Design r_file_flat, sky130hd; sources not shown.
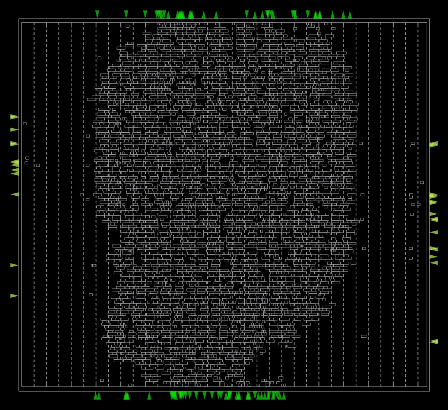
Figure 1: cell outlines without signal wires.
Layout Cells excl Fill: 6186
number of well-tap cells placed: 2416

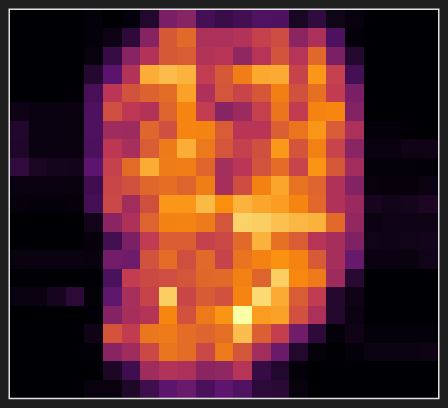
Figure 2: wire density map.
23 x 21 tiles, from black (low) to pale yellow (high), scaled to the fullest tile. Values are wire area over tile area, all layers added.
The mean over all tiles is 0.16. The emptiest ninth of the die: bottom right. The densest ninth of the die: middle. 35% of the tiles are over half the peak. The fullest tile reaches 0.51. 29% of the tiles are nearly empty.
all-layer global routing usage: 19.5%
total number of vias: 35600

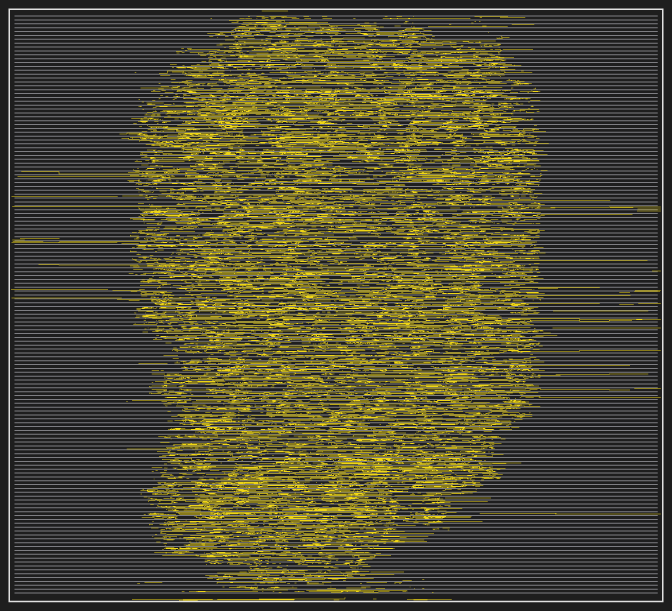
Figure 3: metal 1.
Supply wires on this layer in gray.
The layer carries 79.0 mm of wire. 3550 nets have wire on it.
Post-Route WL: 188000 um
grt met1 use: 25.9%

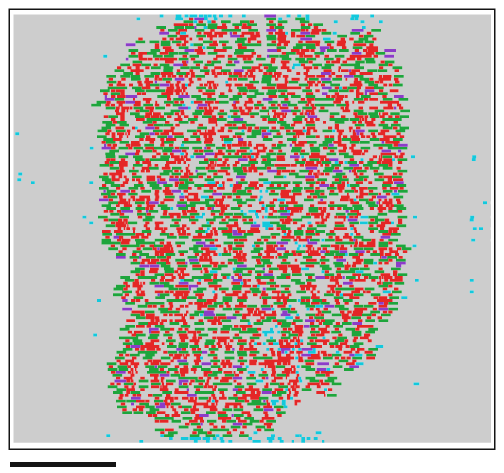
Figure 4: cell classes on the final placement.
Bar = 100 um. Fill, decap, tap and diode cells in gray.
Cyan stands for other buffers and delay cells, cells 252. Red stands for all other logic, cells 2288. Purple stands for clock drivers and dummy loads, cells 203. Green stands for flip-flops, cells 1024.
final standard cell area without fillers: 62400 um^2
final core utilization: 34.1%
Floorplan Core Area: 183000 um^2
Cell Rows: 149
flip-flop and latch share of the layout cell area: 41.1%

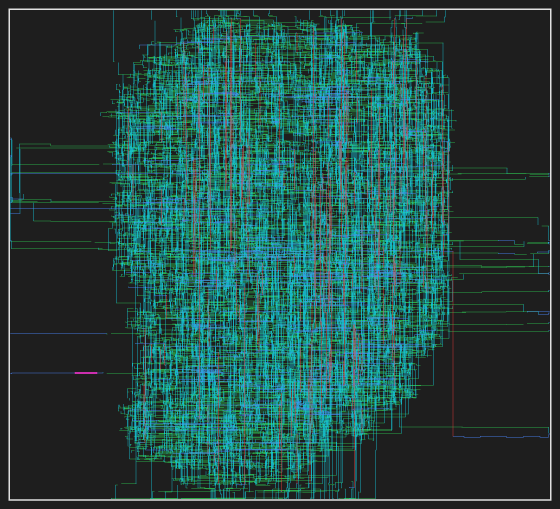
Figure 5: wiring by layer.
Cyan stands for met2, wire length 89.6 mm. Magenta stands for met5, wire length 17.5 um. Blue stands for met3, wire length 11000 um. Red stands for met4, wire length 8560 um. Green stands for met1, wire length 79.0 mm.
WL per Instance: 30.4 um

==> commit_impl_results.txt <==
Update PnR metrics after Yosys + OpenROAD run

- During synthesis, Yosys emitted a total of 0 warnings.
- At the worst endpoint, the arrival time is 4.21 ns.
- Summing all placed instances gives a cell area of 58600 um^2.
- Count of final max-slew check failures: 0
* Initial DRC count: 3310
- Per the cell usage report, the commonest logic cell in the layout is sky130_fd_sc_hd__dfrtp_1.
- Number of global-route vias before repair: 36600
* Power per cell area: 352 nW/um^2
- Flops after synth: 1024
* Worst hold margin: 0.156 ns
* Instance tally after logic synthesis: 3743
* Number of ports placed on the die boundary: 116
* Count of antenna-violating nets left after detailed routing: 0
- Compared with the post-synthesis result, the final layout area differs by 13.7%.
- The initial utilization of the core area, before any placement, comes to 30.0%.
- At floorplan, the net count of the design was reported as 3795.
- Clock insertion delay at the later pin of the skew report: 0.73 ns
- In this run the horizontal extent of the chip is 458 um.
- Seq share, synth: 46.7%
* Clock tree from TritonCTS: built
* Antenna violations before repair: 10
* Yosys stat area: 54900 um^2
- Yosys cell count: 3743
- Per the post-CTS timing run, clock transition at the registers of the reported paths is 0.06 ns.
* Count of cells along the worst register-to-register path: 1
- Number of buffer cells added on primary ports: 115
* Hold violation total from the final report: 0
- Number of logged tool warnings: 36
- At the end of the flow, the number of nets in the layout was 3725.
- The tool flagged a number of max-cap violations equal to 0.
* Cell type with the highest aggregate area in the netlist: sky130_fd_sc_hd__dfrtp_1
- Clock tree synthesis inserted a total of 107 buffers.
* Largest register FFs: 1024
- The floorplan step defined a die boundary enclosing 190000 um^2.
- The setup path with the least slack is of type input port to output port.
- The design draws 21.9 mW.
- Leakage power summed over all cells: 26.9 nW
- Among all flip-flop cells after synthesis, the most frequent one is sky130_fd_sc_hd__dfrtp_1.
- For this run the top cell type by instance count after synthesis was sky130_fd_sc_hd__dfrtp_1.
- Result of the run: completed
* Startpoint Class: input port
- RSZ-0062 raised after global routing: no
- Hold crit path type: input port to async pin
- The first TritonRoute pass finished after 5 iterations.
- WP data required: 4.76 ns
[power by group]
group,switching [mW],total [mW],internal (mW),leakage [nW]
logic,1.84,4.35,2.50,11.9
clock network,3.22,7.74,4.51,1.86
registers,1.05,9.86,8.81,13.1
total,6.12,21.9,15.8,26.9
[metal layers]
| metal | GRT usage [%] | wire length, um | up-vias |
|---|---|---|---|
| met5 | 0 | 17 | - |
| li1 | - | - | 14400 |
| met2 | 31.6 | 89600 | 1383 |
| met1 | 25.9 | 79000 | 19500 |
| met3 | 2.78 | 11000 | 358 |
| met4 | 8.51 | 8560 | 2 |
[worst max-delay path: stages]
cell and delay [ns]:
sky130_fd_sc_hd__clkdlybuf4s50_1 0.71, sky130_fd_sc_hd__inv_6 0.77, sky130_fd_sc_hd__buf_4 0.40, sky130_fd_sc_hd__mux2i_1 0.11, sky130_fd_sc_hd__a221o_1 0.30, sky130_fd_sc_hd__a31oi_1 0.41
sky130_fd_sc_hd__clkdlybuf4s50_1 0.63
[cell type report]
type / count / area, um^2
diodes: 3 / 7.51
clock buffers: 149 / 3130
multi-input cells: 2286 / 27400
fillers: 17600 / 121000
flip-flops and latches: 1024 / 25600
inverters: 2 / 12.5
repair buffers: 252 / 2540
well taps: 2416 / 3020
clock inverters: 54 / 672
[cell families (layout without fill, tap and decap cells)]
kind of cell           after synthesis  count (layout)  share of synthesized area, %
and+or+nand+nor                    180             180                          1.56
buffers and inverters              433             457                          3.89
DFF                               1024            1024                          46.7
AOI/OAI and AO/OA                  346             346                          5.01
muxes                             1760            1760                          42.8
other                                0               3                             0
[metrics by stage]
step	setup slack, ns	util (%)
floorplan	2.45	-
global placement	0.585	32.0
detailed placement	0.571	32.0
CTS	0.562	34.1
global route	0.572	34.1
finish	0.551	34.1
Power figures rest on the tool's default switching activity, not on a simulated workload.
